File: config.mk
export PLATFORM = sky130hd
export DESIGN_NAME = fpu_issue_ctrl
export DESIGN_NICKNAME = d
export VERILOG_FILES = /design/src/rtl/fpu_issue_pkg.sv /design/src/rtl/fpu_issue_fifo.sv /design/src/rtl/fpu_issue_ctrl.sv
export SDC_FILE = /design/constraint.sdc
export NUM_CORES = 1
export LEC_CHECK = 0
export CAP_MARGIN = 10
export CORE_MARGIN = 10
export CORE_UTILIZATION = 55
export CTS_CLUSTER_SIZE = 40
export DETAILED_ROUTE_END_ITERATION = 10
export PLACE_DENSITY_LB_ADDON = 0.3
export SLEW_MARGIN = 15
export SYNTH_ARGS = -nofsm -noshare
export SYNTH_HDL_FRONTEND = slang
export SYNTH_SLANG_ARGS = --single-unit
File: constraint.sdc
create_clock -name clk -period 11.55 [get_ports clk]
set_input_delay 2.31 -clock clk [delete_from_list [all_inputs] [get_ports clk]]
set_output_delay 2.31 -clock clk [all_outputs]
set_load 0.1 [all_outputs]
File: src/rtl/fpu_issue_pkg.sv
// rtl/fpu_issue_pkg.sv - shared types for the fpu issue controller
// Request record layout is {op, a, b, tag}; its width depends on the tag width.
package fpu_issue_pkg;

  typedef enum logic [2:0] {
    IDLE      = 3'd0,
    ISSUE     = 3'd1,
    WAIT_ACK  = 3'd2,
    WAIT_DONE = 3'd3,
    DELIVER   = 3'd4
  } state_t;

  localparam logic OP_ADD = 1'b0;
  localparam logic OP_SUB = 1'b1;

  localparam int DATA_W = 32;

  function automatic int req_w(input int tag_w);
    return 1 + 2 * DATA_W + tag_w;
  endfunction

endpackage

File: src/rtl/fpu_issue_fifo.sv
// rtl/fpu_issue_fifo.sv - synchronous request FIFO with full/empty/count
// DEPTH must be a power of two so the pointers wrap naturally.
module fpu_issue_fifo #(
  parameter int DEPTH = 4,
  parameter int WIDTH = 8
) (
  input  logic                     clk,
  input  logic                     rst,
  input  logic                     push,
  input  logic [WIDTH-1:0]         push_data,
  input  logic                     pop,
  output logic [WIDTH-1:0]         pop_data,
  output logic                     full,
  output logic                     empty,
  output logic [$clog2(DEPTH):0]   count
);

  localparam int AW = $clog2(DEPTH);

  logic [WIDTH-1:0] mem [DEPTH];
  logic [AW-1:0]    wr_ptr;
  logic [AW-1:0]    rd_ptr;
  logic             do_push;
  logic             do_pop;

  assign full     = (count == (AW+1)'(DEPTH));
  assign empty    = (count == '0);
  assign do_push  = push && !full;
  assign do_pop   = pop && !empty;
  assign pop_data = mem[rd_ptr];

  always_ff @(posedge clk or posedge rst) begin
    if (rst) begin
      wr_ptr <= '0;
      rd_ptr <= '0;
      count  <= '0;
    end else begin
      if (do_push) wr_ptr <= wr_ptr + 1'b1;
      if (do_pop)  rd_ptr <= rd_ptr + 1'b1;
      case ({do_push, do_pop})
        2'b10:   count <= count + 1'b1;
        2'b01:   count <= count - 1'b1;
        default: ;
      endcase
    end
  end

  always_ff @(posedge clk) begin
    if (do_push) mem[wr_ptr] <= push_data;
  end

endmodule

File: src/rtl/fpu_issue_ctrl.sv
// rtl/fpu_issue_ctrl.sv - queues add/sub requests and issues them to the fpu one at a time
// Optional watchdog recovery for a hung fpu is enabled by defining FPU_ISSUE_TIMEOUT_EN.
module fpu_issue_ctrl
  import fpu_issue_pkg::*;
#(
  parameter int DEPTH   = 4,
  parameter int TAG_W   = 4,
  parameter int TIMEOUT = 64
) (
  input  logic             clk,
  input  logic             rst,
  input  logic             req_valid,
  output logic             req_ready,
  input  logic             req_op,
  input  logic [31:0]      req_a,
  input  logic [31:0]      req_b,
  input  logic [TAG_W-1:0] req_tag,
  output logic             rsp_valid,
  input  logic             rsp_ready,
  output logic [31:0]      rsp_c,
  output logic [TAG_W-1:0] rsp_tag,
  output logic             rsp_err,
  output logic             fpu_start,
  output logic             fpu_op,
  output logic [31:0]      fpu_a,
  output logic [31:0]      fpu_b,
  input  logic             fpu_ready,
  input  logic [31:0]      fpu_c,
  output logic             fpu_rst
);

  localparam int RW = req_w(TAG_W);

  state_t               state;
  logic [TAG_W-1:0]     tag_q;
  logic [RW-1:0]        head;
  logic                 full;
  logic                 empty;
  logic [$clog2(DEPTH):0] count;
  logic                 pop;
  logic                 wd_expire;
  logic                 err_q;
  logic                 wd_rst_q;
  logic                 unused_count;

  assign req_ready    = !full;
  assign pop          = (state == IDLE) && !empty && fpu_ready;
  assign rsp_err      = err_q;
  assign fpu_rst      = wd_rst_q;
  assign unused_count = ^count;

  fpu_issue_fifo #(
    .DEPTH (DEPTH),
    .WIDTH (RW)
  ) u_fifo (
    .clk       (clk),
    .rst       (rst),
    .push      (req_valid),
    .push_data ({req_op, req_a, req_b, req_tag}),
    .pop       (pop),
    .pop_data  (head),
    .full      (full),
    .empty     (empty),
    .count     (count)
  );

`ifdef FPU_ISSUE_TIMEOUT_EN
  localparam int CNT_W = $clog2(TIMEOUT);

  logic [CNT_W-1:0] wd_cnt;

  assign wd_expire = (wd_cnt == CNT_W'(TIMEOUT - 1));

  // Counts every cycle spent waiting on the fpu; ISSUE is the cycle before WAIT_ACK.
  always_ff @(posedge clk or posedge rst) begin
    if (rst) begin
      wd_cnt <= '0;
    end else if (state == ISSUE) begin
      wd_cnt <= '0;
    end else if ((state == WAIT_ACK || state == WAIT_DONE) && !wd_expire) begin
      wd_cnt <= wd_cnt + 1'b1;
    end
  end
`else
  logic unused_timeout;

  assign wd_expire      = 1'b0;
  assign unused_timeout = (TIMEOUT > 0);
`endif

  always_ff @(posedge clk or posedge rst) begin
    if (rst) begin
      state     <= IDLE;
      fpu_start <= 1'b0;
      fpu_op    <= OP_ADD;
      fpu_a     <= '0;
      fpu_b     <= '0;
      tag_q     <= '0;
      rsp_valid <= 1'b0;
      rsp_c     <= '0;
      rsp_tag   <= '0;
      err_q     <= 1'b0;
      wd_rst_q  <= 1'b0;
    end else begin
      fpu_start <= 1'b0;
      wd_rst_q  <= 1'b0;
      case (state)
        IDLE: begin
          if (pop) begin
            {fpu_op, fpu_a, fpu_b, tag_q} <= head;
            fpu_start <= 1'b1;
            state     <= ISSUE;
          end
        end
        ISSUE: state <= WAIT_ACK;
        WAIT_ACK: begin
          // ready is still high from before start; only its drop means the op was taken
          if (!fpu_ready) begin
            state <= WAIT_DONE;
          end else if (wd_expire) begin
            wd_rst_q  <= 1'b1;
            rsp_c     <= '0;
            rsp_tag   <= tag_q;
            err_q     <= 1'b1;
            rsp_valid <= 1'b1;
            state     <= DELIVER;
          end
        end
        WAIT_DONE: begin
          if (fpu_ready) begin
            rsp_c     <= fpu_c;
            rsp_tag   <= tag_q;
            err_q     <= 1'b0;
            rsp_valid <= 1'b1;
            state     <= DELIVER;
          end else if (wd_expire) begin
            wd_rst_q  <= 1'b1;
            rsp_c     <= '0;
            rsp_tag   <= tag_q;
            err_q     <= 1'b1;
            rsp_valid <= 1'b1;
            state     <= DELIVER;
          end
        end
        DELIVER: begin
          if (rsp_ready) begin
            rsp_valid <= 1'b0;
            state     <= IDLE;
          end
        end
        default: state <= IDLE;
      endcase
    end
  end

endmodule

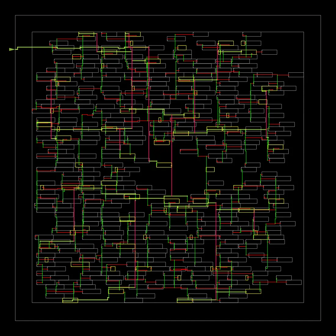
*Clock wiring as the flow saved it, run 1*
Layout clock buffers: 59

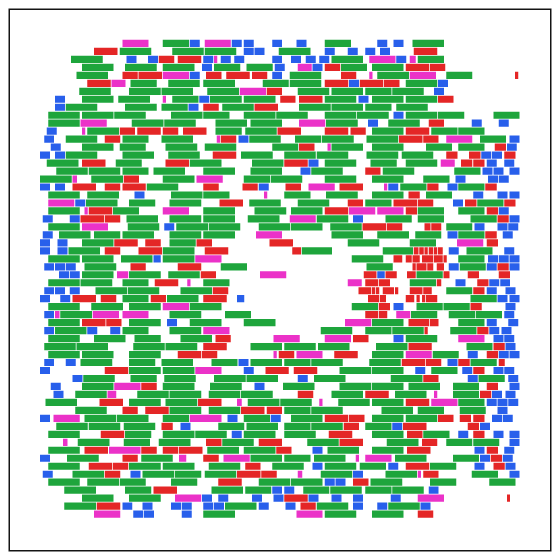
*Cells colored by class, run 1*
[registers] green | cells: 393 | share of their area: 62%
[clock drivers and dummy loads] magenta | cells: 72 | share of their area: 7.1%
[remaining buffers and delay cells] blue | cells: 212 | share of their area: 12%
[remaining logic cells] red | cells: 222 | share of their area: 19%
FP Rows: 60
core box area: 0.0267 mm^2
final core occ: 68.9%

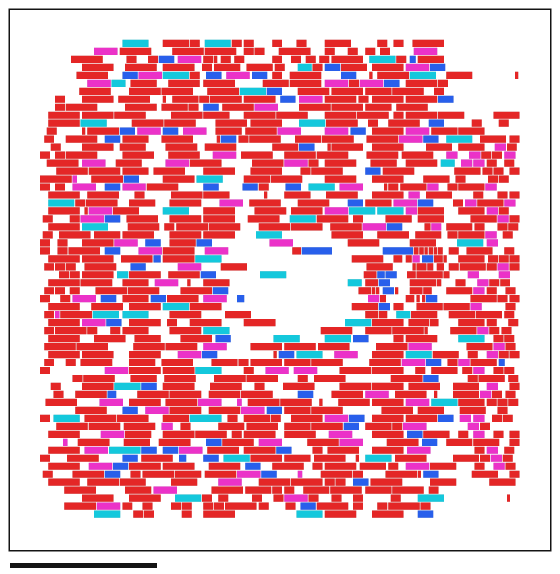
*Cells by drive strength, run 1*
Bar = 50 um.
[x2] magenta | cells: 114 | share: 13% | most used: mux4_2
[x6 and larger] cyan | cells: 49 | share: 5.5% | most used: clkbuf_16
[x1 and smaller] red | cells: 653 | share: 73% | most used: edfxtp_1
[x3 and x4] blue | cells: 83 | share: 9.2% | most used: mux2_4
Layout area overhead: 24.2%
final instance area: 0.0184 mm^2
Final WS setup: 6.78 ns
number of non-clock buffers: 212

[run 1: worst register-to-register path: cells and delay by family (launching register included)]
family                 cells  cell delay, ns
and+or+nand+nor            2            1.10
buffers and inverters      1            0.75
DFF                        1            0.42
muxes                      1            0.42
[run 1: path summary, 6_finish.rpt]
check,slack (ns),endpoint,start
worst max-delay path,6.78,req_ready,u_fifo.count[0]
worst min-delay path,0.50,u_fifo.count[2],u_fifo.count[2]
worst max register to register,8.76,fpu_a[6],state[2]
worst min register to register,0.50,u_fifo.count[2],u_fifo.count[2]
max in group asynchronous,7.86,u_fifo.rd_ptr[0],rst
min in group asynchronous,2.32,rsp_c[25],rst
==> impl_metrics.ini, run 1 <==
; physical design summary
[synthesis]
ys_sh_simple_pct = 0.904
ys_seq_share_pct = 75.7
top_area_share_pct = 55.9
synth_area_leader_cell = edfxtp_1
ys_cells = 643
ys_seq_elements = 393
synth-edff-count = 276
syn_avg_cell_area_um2 = 23.0
synthCells = 643
top_cells_by_count = edfxtp_1 (276), dfrtp_1 (117), mux4_2 (69)
synth_area_mm2 = 0.0148
ys_warn_count = 0
ys_types = 32
logic_family = multiplexers
ys_sh_aoi_pct = 0.160
ys_sh_mux_pct = 20.3

[layout]
ff_count = 393
seq_share_pct = 61.0
logic_gates = 214
diodes = 1
drive_above_1_share_pct = 27.4
combGateArea_mm2 = 0.00333
inv_count = 8
buffer_area_share_pct = 11.5
final_cells = 1241
layout_top_cells = edfxtp_1 (276), clkdlybuf4s50_1 (209), dfrtp_1 (115)
clk_share_pct = 6.90
nNetsFinal = 981
largest_register_ffs = 276
top_register = u_fifo.mem
dominant_cells = flip-flops and latches
final.fill_count = 1665
comb-cell-share_pct = 18.1
seqCellArea_mm2 = 0.0112
final_common_cell = edfxtp_1

[routing]
routed.top_layer = met4
drc = 0
drt_wl_total_mm = 28.8
met3_length_mm = 2.16
wl_met2_mm = 14.4
drtAntennaViolNets = 0
vias_per_cell = 5.57
first_pass_iters = 4
wl_met1_mm = 11.8
drt-wirelength-per-cell_um = 23.2

[hold_path]
holdPathStages = 1
worstHoldPathType = reg2reg

[flow_run]
max-cap-violations = 0
warning_count = 29

[final_timing]
finalSetupViolCount = 0
fmax_mhz = 210
finalMaxSlewViolations = 0
relSlewSlack_pct = 24.2
whs_ns = 0.500
grt_setup_unrepaired = no
worst_pin_slew_ns = 1.14
fin_crit_ns = 4.77
fin_skew_ns = 0.0143
finalClockPeriodUsage_pct = 41.3
finalSetupTns_ns = 0
final_hold_viol_count = 0

[worst_setup_path]
required_ns = 9.24
cp-end-kind = output pin
critPathTopFamily = buffers and inverters
reg2reg_depth = 4
crit_type = reg2out
cpPeakStageDelay_ns = 1.04
path_depth = 2
cp_cell_sequence = or3b_1, clkdlybuf4s50_1
path_buffers = 1
crit_fanout = 6
cpMaxStageDelayCell = clkdlybuf4s50_1

[clock_network]
cts_max_level = 2
cts-hold-fix-buffers = 0
cts_resized = 0
cts.clk_slew.worst_paths_ns = 0.06
clockBufferDepth = 3
cts_root_buf = clkbuf_16
insertion_delay_ns = 0.51
post-cts-setup-buffer-count = 0
cts.sinks = 393

[floorplan]
floorplan.core_util_pct = 55.4
die_h_um = 184
die_area_mm2 = 0.0339
tapCellCount = 341

[global_route]
grt_max_degree = 71
use_met3_pct = 4.65
grt-ovfl-total = 0
grt.met2_usage_pct = 28.4
grtUsageMet1_pct = 22.0
grt_antenna_before_repair = 1
grt-busiest-layer = met2
grt_pass1_wl_mm = 44.8

[placement]
gp_congestion = 0.790
port_buffers = 209
dp_cells = 1168
dp_slack_ns = 6.29
postPlaceCellArea_mm2 = 0.0171

[outcome]
status = finished clean
==> run 2, diff against run 1 <==
- CORE_UTILIZATION: 55 -> 49
- clock period: 11.55 -> 4 ns (I/O delays scaled with it)
==> impl_metrics.ini, run 2 <==
; physical design summary
[synthesis]
synth_area_leader_cell = edfxtp_1
top_area_share_pct = 55.9
ys_seq_elements = 393
ys_types = 32
ys_cells = 643
ys_seq_share_pct = 75.7
synthCells = 643
synth_area_mm2 = 0.0148
synth-edff-count = 276
ys_warn_count = 0

[layout]
ff_count = 393
comb-cell-share_pct = 17.8
nClkBuffers = 57
synthToLayoutAreaGrowth_pct = 26.7
final_cells = 1304
dominant_cells = flip-flops and latches
seqCellArea_mm2 = 0.0112
top_register = u_fifo.mem
clk_share_pct = 7.50
layout_top_cells = edfxtp_1 (276), clkdlybuf4s50_1 (209), dfrtp_1 (115)
inv_count = 8
combGateArea_mm2 = 0.00333
largest_register_ffs = 276
seq_share_pct = 59.8
final_common_cell = edfxtp_1
final_core_util_pct = 63.2
diodes = 1

[worst_setup_path]
path_buffers = 1
critPathTopFamily = buffers and inverters
cpMaxStageDelayCell = clkdlybuf4s50_1
crit_start = u_fifo.count[0]
rr_endpoint = u_fifo.count[2]
setup.reg_to_reg.worst_slack_ns = 1.70
required_ns = 3.20
reg2reg_from = u_fifo.count[0]
crit_fanout = 6
endpoint = req_ready

[floorplan]
floorplan.core_util_pct = 49.9
core_mm2 = 0.0297
die_area_mm2 = 0.0376
tapCellCount = 390
die_h_um = 194

[routing]
first_pass_iters = 4
drt-wirelength-per-cell_um = 22.7
vias_per_cell = 5.23
drt_wl_total_mm = 29.6
drtAntennaViolNets = 0

[final_timing]
fin_skew_ns = 0.0112
finalSetupViolCount = 0
final_hold_viol_count = 0
worst_pin_slew_ns = 1.09
finalSetupTns_ns = 0
fmax_mhz = 303
layout_setup_ws_ns = 0.705
whs_ns = 0.477

[clock_network]
insertion_delay_ns = 0.52
clockBufferDepth = 3
cts_root_buf = clkbuf_16
cts.clk_slew.worst_paths_ns = 0.06
cts-hold-fix-buffers = 0

[outcome]
status = finished clean

[placement]
postPlaceCellArea_mm2 = 0.0174
port_buffers = 209
gp_congestion = 0.769

[global_route]
grt-ovfl-total = 0
grt_pass1_wl_mm = 46.1
grt_max_degree = 71

[hold_path]
holdPathEnd = u_fifo.count[2]
## run 2: per-layer routing
layer  routed length [um]  global-route usage, %  part of all wire, %
met5                   24                      0                0.081
met4                  433                   3.49                  1.5
met3                 1980                   4.84                  6.7
met2                14300                   25.5                   48
met1                12800                   20.1                   43
## run 2: logic make-up after synthesis
| group | count (synthesis) | synth area share (%) |
|---|---|---|
| AND-OR/OR-AND | 4 | 0.160 |
| AND/OR/NAND/NOR | 20 | 0.904 |
| adder cells (fa/ha/maj) | 6 | 0.557 |
| XOR/XNOR | 6 | 0.355 |
| other | 1 | 0.0253 |
| multiplexers | 176 | 20.3 |
| buffers and inverters | 37 | 1.95 |
| flip-flops | 393 | 75.7 |
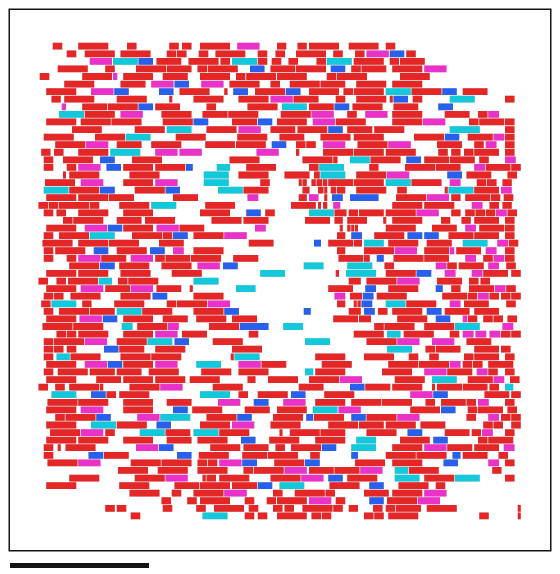
*Cells by drive strength, run 2*
Bar = 50 um.
[x2] magenta | cells: 113 | share: 12% | most used: mux4_2
[x1 and smaller] red | cells: 653 | share: 72% | most used: edfxtp_1
[x3 and x4] blue | cells: 84 | share: 9.2% | most used: mux2_4
[x6 and larger] cyan | cells: 63 | share: 6.9% | most used: clkbuf_16
number of non-clock buffers: 222
final instance area: 0.0188 mm^2

